`src/rtl/axe_clk_monitor.sv`:
```
// ---------------------------------------------------------------------------
// axe_clk_monitor
//
// Measures the period and high time of an asynchronous monitored clock using
// the local reference clock as the timebase. Results are counts of reference
// cycles accumulated over 2^LOG2_N monitored periods. Also flags results that
// fall outside a programmable window and detects a stopped monitored clock.
//
// Ports:
//   i_clk         reference clock (timebase)
//   i_rst_n       synchronous, active-low reset
//   i_enable      measurement enable; dropping it discards any partial window
//   i_mon_clk     monitored clock, asynchronous, sampled as data
//   i_min_period  lower bound on the accumulated period count
//   i_max_period  upper bound on the accumulated period count
//   o_valid       one-cycle pulse when o_period/o_high are updated
//   o_period      accumulated period count (reference cycles)
//   o_high        accumulated high-time count (reference cycles)
//   o_stopped     level, monitored clock has had no rising edge for TIMEOUT
//   o_range_err   sticky, some result fell outside [i_min_period, i_max_period]
// ---------------------------------------------------------------------------
module axe_clk_monitor #(
  parameter int CNT_W   = 20,
  parameter int LOG2_N  = 0,
  parameter int TIMEOUT = 1024
) (
  input  logic             i_clk,
  input  logic             i_rst_n,
  input  logic             i_enable,
  input  logic             i_mon_clk,
  input  logic [CNT_W-1:0] i_min_period,
  input  logic [CNT_W-1:0] i_max_period,
  output logic             o_valid,
  output logic [CNT_W-1:0] o_period,
  output logic [CNT_W-1:0] o_high,
  output logic             o_stopped,
  output logic             o_range_err
);

  localparam int               GAP_W    = $clog2(TIMEOUT + 1);
  localparam logic [7:0]       IDX_LAST = 8'((1 << LOG2_N) - 1);
  localparam logic [CNT_W-1:0] CNT_MAX  = {CNT_W{1'b1}};
  localparam logic [CNT_W-1:0] CNT_ONE  = CNT_W'(1);
  localparam logic [GAP_W-1:0] GAP_LAST = GAP_W'(TIMEOUT - 1);

  typedef enum logic [1:0] {
    IDLE,
    ACQUIRE,
    MEASURE,
    STOPPED
  } state_t;

  state_t           state;
  logic             sync_1;
  logic             sync_2;
  logic             mon_prev;
  logic             rise;
  logic             mon_hi;
  logic [CNT_W-1:0] per_acc;
  logic [CNT_W-1:0] high_acc;
  logic [CNT_W-1:0] per_next;
  logic [CNT_W-1:0] high_next;
  logic [CNT_W-1:0] high_start;
  logic [7:0]       idx;
  logic [GAP_W-1:0] gap_cnt;
  logic             timeout_hit;
  logic             out_of_range;

  // The rising edge is detected on the synchronized copy, so the edge and the
  // level seen by the accumulators are always consistent with each other.
  assign rise   = sync_2 & ~mon_prev;
  assign mon_hi = sync_2;

  // Saturating increments; the accumulators stick at all-ones instead of
  // wrapping so an overlong window still reports a recognisable value.
  assign per_next   = (per_acc == CNT_MAX) ? per_acc : per_acc + CNT_ONE;
  assign high_next  = (mon_hi && (high_acc != CNT_MAX)) ? high_acc + CNT_ONE : high_acc;

  // A rising edge cycle belongs to the new period, so a restart counts it as
  // the first cycle of the next window (period 1, high 1 since the clock is high).
  assign high_start = mon_hi ? CNT_ONE : '0;

  // gap_cnt holds the number of consecutive edge-free cycles already seen, so
  // this cycle being edge-free too makes TIMEOUT of them. An edge in the
  // same cycle always wins over the timeout.
  assign timeout_hit  = ~rise && (gap_cnt == GAP_LAST);
  assign out_of_range = (per_acc < i_min_period) || (per_acc > i_max_period);

  // Two-flop synchronizer for the asynchronous monitored clock, followed by a
  // third flop that remembers the previous synchronized level for edge detect.
  always_ff @(posedge i_clk) begin
    if (!i_rst_n) begin
      sync_1   <= 1'b0;
      sync_2   <= 1'b0;
      mon_prev <= 1'b0;
    end else begin
      sync_1   <= i_mon_clk;
      sync_2   <= sync_1;
      mon_prev <= sync_2;
    end
  end

  // Measurement state machine with registered outputs. Disable has priority
  // over everything else: it drops back to IDLE, throws away the partial
  // window and clears o_stopped, while the last results and the sticky range
  // flag are left untouched. Windows are back to back: the edge that closes
  // one window is also the first cycle of the next one.
  always_ff @(posedge i_clk) begin
    if (!i_rst_n) begin
      state       <= IDLE;
      per_acc     <= '0;
      high_acc    <= '0;
      idx         <= '0;
      gap_cnt     <= '0;
      o_valid     <= 1'b0;
      o_period    <= '0;
      o_high      <= '0;
      o_stopped   <= 1'b0;
      o_range_err <= 1'b0;
    end else begin
      o_valid <= 1'b0;
      if (!i_enable) begin
        state     <= IDLE;
        per_acc   <= '0;
        high_acc  <= '0;
        idx       <= '0;
        gap_cnt   <= '0;
        o_stopped <= 1'b0;
      end else begin
        case (state)
          IDLE: begin
            gap_cnt <= '0;
            state   <= ACQUIRE;
          end

          ACQUIRE: begin
            if (rise) begin
              per_acc  <= CNT_ONE;
              high_acc <= high_start;
              idx      <= '0;
              gap_cnt  <= '0;
              state    <= MEASURE;
            end else if (timeout_hit) begin
              o_stopped <= 1'b1;
              state     <= STOPPED;
            end else begin
              gap_cnt <= gap_cnt + GAP_W'(1);
            end
          end

          MEASURE: begin
            if (rise) begin
              gap_cnt <= '0;
              if (idx == IDX_LAST) begin
                o_valid  <= 1'b1;
                o_period <= per_acc;
                o_high   <= high_acc;
                if (out_of_range) begin
                  o_range_err <= 1'b1;
                end
                per_acc  <= CNT_ONE;
                high_acc <= high_start;
                idx      <= '0;
              end else begin
                per_acc  <= per_next;
                high_acc <= high_next;
                idx      <= idx + 8'd1;
              end
            end else if (timeout_hit) begin
              per_acc   <= '0;
              high_acc  <= '0;
              idx       <= '0;
              o_stopped <= 1'b1;
              state     <= STOPPED;
            end else begin
              gap_cnt  <= gap_cnt + GAP_W'(1);
              per_acc  <= per_next;
              high_acc <= high_next;
            end
          end

          STOPPED: begin
            if (rise) begin
              o_stopped <= 1'b0;
              per_acc   <= CNT_ONE;
              high_acc  <= high_start;
              idx       <= '0;
              gap_cnt   <= '0;
              state     <= MEASURE;
            end
          end

          default: begin
            state <= IDLE;
          end
        endcase
      end
    end
  end

endmodule

```
`config.mk`:
```
export PLATFORM = sky130hd
export DESIGN_NAME = axe_clk_monitor
export DESIGN_NICKNAME = d
export VERILOG_FILES = /design/src/rtl/axe_clk_monitor.sv
export SDC_FILE = /design/constraint.sdc
export NUM_CORES = 1
export LEC_CHECK = 0
export CAP_MARGIN = 10
export CELL_PAD_IN_SITES_DETAIL_PLACEMENT = 0
export CELL_PAD_IN_SITES_GLOBAL_PLACEMENT = 1
export CORE_MARGIN = 3
export CORE_UTILIZATION = 44
export CTS_CLUSTER_DIAMETER = 50
export DETAILED_ROUTE_END_ITERATION = 8
export GPL_TIMING_DRIVEN = 0
export PLACE_DENSITY_LB_ADDON = 0.3
export SYNTH_ARGS = -nofsm -noshare
export SYNTH_HDL_FRONTEND = slang
export SYNTH_SLANG_ARGS = --single-unit
```
`constraint.sdc`:
```
create_clock -name i_clk -period 5.8 [get_ports i_clk]
set_input_delay 0.87 -clock i_clk [delete_from_list [all_inputs] [get_ports i_clk]]
set_output_delay 0.87 -clock i_clk [all_outputs]
set_load 0.1 [all_outputs]
```
==> results_slide.txt <==
Key Metrics from the Run

Finish
  – Fillers: 1191
  – Area growth from synthesis to layout: 23.19%
  – Fin cells: 1004
  – Layout cells sized above 1: between 5 and 6%
  – Diodes inserted: 0

Clocking
  – Clock tree buffer depth: 2
  – Clock Tree Root: clkbuf_16
  – CTS clk-pin slew, worst paths: 0.08 ns
  – H-tree level count: 3
  – TritonCTS Buffers: 9
  – Postcts setup bufs: 0
  – TritonCTS clock tree: yes
  – Hold buffer count at cts: 0

Worst setup path
  – Endpoint class of the critical path: output port
  – Reg2reg path depth: 10
  – Crit-path leading delay family: buffers and inverters
  – CP Cell Sequence: clkdlybuf4s50_1
  – Arrival @ worst endpoint: about 1.9 ns
  – Critical Path Source: o_period[13]
  – Critical path class: reg2out
  – Worst R2R Setup Slack: around 3.3 ns
  – Startpoint types: flip-flop
  – CP bufs+invs: 1
  – Crit Reg-Reg Endpoint: idx[3]
  – Crit-path max cell delay: roughly 1.2 ns
  – Critical path depth: 1
  – Critical Path Slowest Stage Cell: clkdlybuf4s50_1

Logic synthesis
  – # Cells Yosys: approximately 730
  – Syn Nets: just over 800
  – Chip area line of the yosys report: 5929 um^2
  – Flip-flops with a built-in enable: 0
  – Synth area leader: dfxtp_1
  – Asr flop ratio synth: 0%
  – Commonest flop: dfxtp_1
  – Yosys cell types: about 60
  – Flops after synth: between 100 and 150
  – Top area contributor share: ~36%
  – Gate count of the mapped netlist: 731
  – Post-synth top cells: nand2_1, dfxtp_1, nor2_1
  – Main area contributors: dfxtp_1, ha_1, nand2_1
  – Synth top cell by count: nand2_1
  – Synthesized area per cell: about 8.1 um^2
  – Post-synthesis sequential area ratio: between 30% and 40%

Route
  – Vias per std cell: 5.285
  – Iter 0 DRT Violations: approximately 240
  – WL per Instance: ~15 um
  – Via count: ~5300
  – Routed Antenna Nets: 0

GRT
  – Met1 Track Usage GR: 25.00%
  – Met3 usage: under 10%
  – Initial antenna violation count: 0
  – GR Overflow Total: 0
  – Vias in the first global route: 5121
  – GRT Util Overall: 20.07%
  – Largest net degree at the start of global routing: 20
  – Met2 usage: 34.29%
  – Busiest grt layer: met2
  – First-pass GRT wire length: 24.07 mm

Placement
  – Placed Area: 6995 um^2
  – RD Place Congestion: just under 0.9
  – IO Port Bufs: approximately 85
  – Post-detail-place hpwl: 11.41 mm
  – Post-Place Worst Slack: 2.913 ns

Final timing
  – Final setup vio count: 0
  – Unrepaired setup endpoints after global routing: no
  – Period Utilization, post-route: between 40% and 50%
  – Slew headroom: between 30% and 40%
  – Fmax: roughly 360 MHz
  – Fin Hold WS: 0.4428 ns
  – Final WS setup: a little over 3 ns
  – Worst-margin pin slew: approximately 1 ns
  – Post-route setup TNS: 0 ns

Floorplanning
  – FP Rows: between 40 and 50
  – Die Y: 122.1 um
  – # IOs: just under 90
  – Fp util: 46.05%
  – Core Footprint: 12880 um^2

Run
  – Tool warning count: 32

Power
  – P_leak: 2.787 nW
  – Power per cell area: 201.5 nW/um^2
  – VDD IR max: 0.0001713 V

Worst hold path
  – Worst min path class: reg2reg

Outcome
  – Run status: finished, final reports clean
[how the worst min path moves through the flow]
stage	startpoint	end	slack, ns	cells after the start
after global routing	o_period[3]	o_period[3]	0.47	2
after CTS	sync_1	mon_hi	0.45	1
after floorplan	sync_1	mon_hi	0.41	1
final	sync_1	mon_hi	0.44	1
after global placement	sync_1	mon_hi	0.42	1
after detailed placement	sync_1	mon_hi	0.43	1
[state kept, by name (all words and copies together) (netlist names)]
name	flops
gap_cnt	11
high_acc	20
idx	8
mon_hi	1
mon_prev	1
o_high	20
o_period	20
o_range_err	1
o_stopped	1
o_valid	1
per_acc	20
state	2
sync_1	1
[per-layer routing]
layer  wire length [um]  up-vias
met5                  0        -
met4                185        0
met3                734       18
met2               7164      122
met1               6583     2470
li1                   -     2696
[report_power, final]
part / total, mW / leakage, nW / switching (mW) / internal (mW)
Combinational: 0.0972 / 1.77 / 0.0471 / 0.0502
Sequential: 0.738 / 0.862 / 0.00192 / 0.736
Clock: 0.637 / 0.154 / 0.293 / 0.344
[area by class of cell]
class | instances | area [um^2] | share of cell area (%)
multi-input combinational | 549 | 3451 | 47.24
sequential | 107 | 2142 | 29.33
timing repair buffer | 85 | 850.8 | 11.65
clock buffer | 9 | 225.2 | 3.083
tap | 172 | 215.2 | 2.946
inverter | 47 | 176.4 | 2.415
buffer | 28 | 160.2 | 2.193
clock inverter | 7 | 83.83 | 1.148
[worst register-to-register path, delay by kind of cell, from the launching register on]
kind                       cells  cell delay (ns)
and+or+nand+nor                2             0.35
DFF                            1             0.51
AOI/OAI and AO/OA              4             0.74
buffers and inverters          3             0.56
adders and majority gates      1             0.24
[kinds of logic (layout without fill, tap and decap cells)]
| group | Yosys count | after routing | share of synthesized area (%) |
|---|---|---|---|
| AND-OR/OR-AND | 127 | 127 | 14.69 |
| XOR/XNOR | 42 | 42 | 6.204 |
| adder cells (fa/ha/maj) | 50 | 50 | 10.55 |
| buffers and inverters | 75 | 176 | 5.676 |
| flip-flops | 107 | 107 | 36.13 |
| multiplexers | 2 | 2 | 0.3376 |
| AND/OR/NAND/NOR | 328 | 328 | 26.42 |
[placed cells by master, fill, tap and decap left out, types with 3 or more instances in the layout]
| master | instances |
|---|---|
| a21o_1 | 7 |
| ha_1 | 50 |
| nor4_1 | 6 |
| nand4_1 | 19 |
| buf_4 | 6 |
| clkbuf_1 | 16 |
| inv_1 | 47 |
| or3_1 | 3 |
| nand2b_1 | 3 |
| xnor2_1 | 16 |
| buf_6 | 4 |
| clkdlybuf4s50_1 | 85 |
| o211ai_1 | 5 |
| and3_1 | 11 |
| o21a_1 | 3 |
| nand3_1 | 27 |
| nor2_1 | 76 |
| nand2_1 | 128 |
| clkbuf_16 | 9 |
| o21ai_0 | 17 |
| or2_2 | 5 |
| and4_1 | 10 |
| a21oi_1 | 28 |
| and2_1 | 10 |
| dfxtp_1 | 107 |
| xor2_1 | 26 |
| nor3_1 | 14 |
| a21boi_1 | 40 |
| a211oi_1 | 6 |
Where the registers sit:
Other sequential cells in the stronger grey, the rest of the logic in the fainter grey.
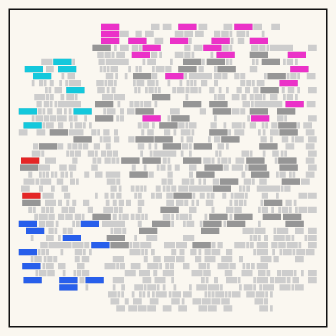
[blue] gap_cnt | placed flops: 11 | where: lower left
[red] state | placed flops: 2
[magenta] o_high | placed flops: 20
[cyan] idx | placed flops: 8 | where: upper left
not coloured: 66

Placement view:
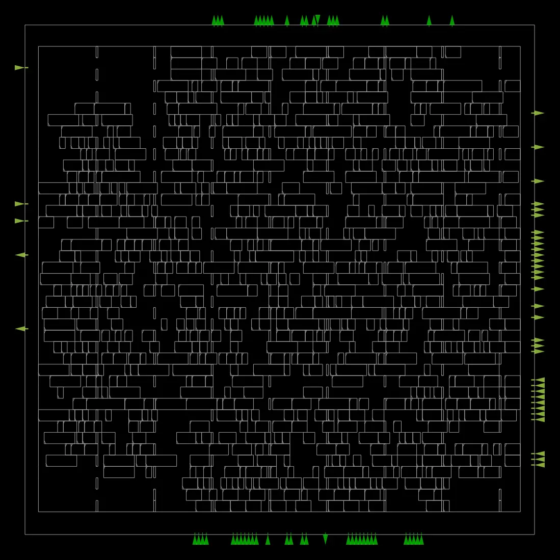
post-layout util: 56.73%
tap cells: 172

I/O nets highlighted:
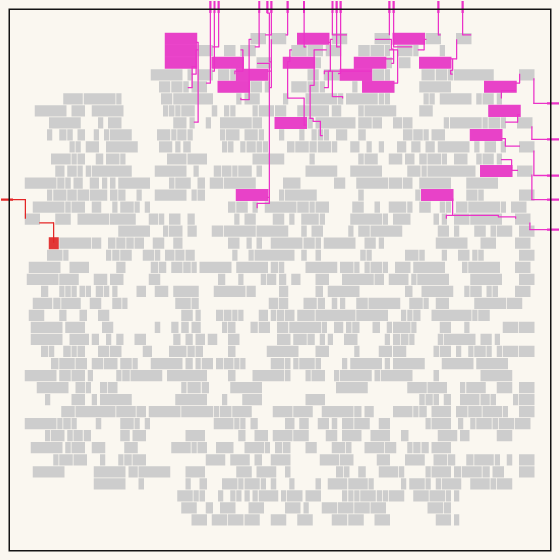
[red] i_mon_clk | bits: 1 | direction: input | end cells: 1 | buffers: 1 | wire: 14.9 um
[magenta] o_high | bits: 20 | direction: output | end cells: 20 | buffers: 20 | wire: 457 um

Signal metal coverage by tile:
24 x 24 tiles, from black (low) to pale yellow (high), scaled to the fullest tile. Values are wire area over tile area, all layers added.
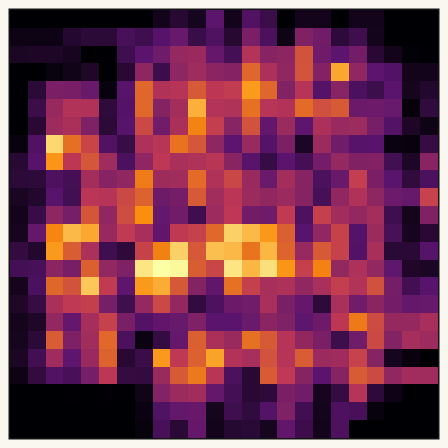
densest ninth of the die: centre
nearly empty tiles: 10%
mean over tiles: 0.16
tiles over half the peak: 20%

Power figures rest on the tool's default switching activity, not on a simulated workload.
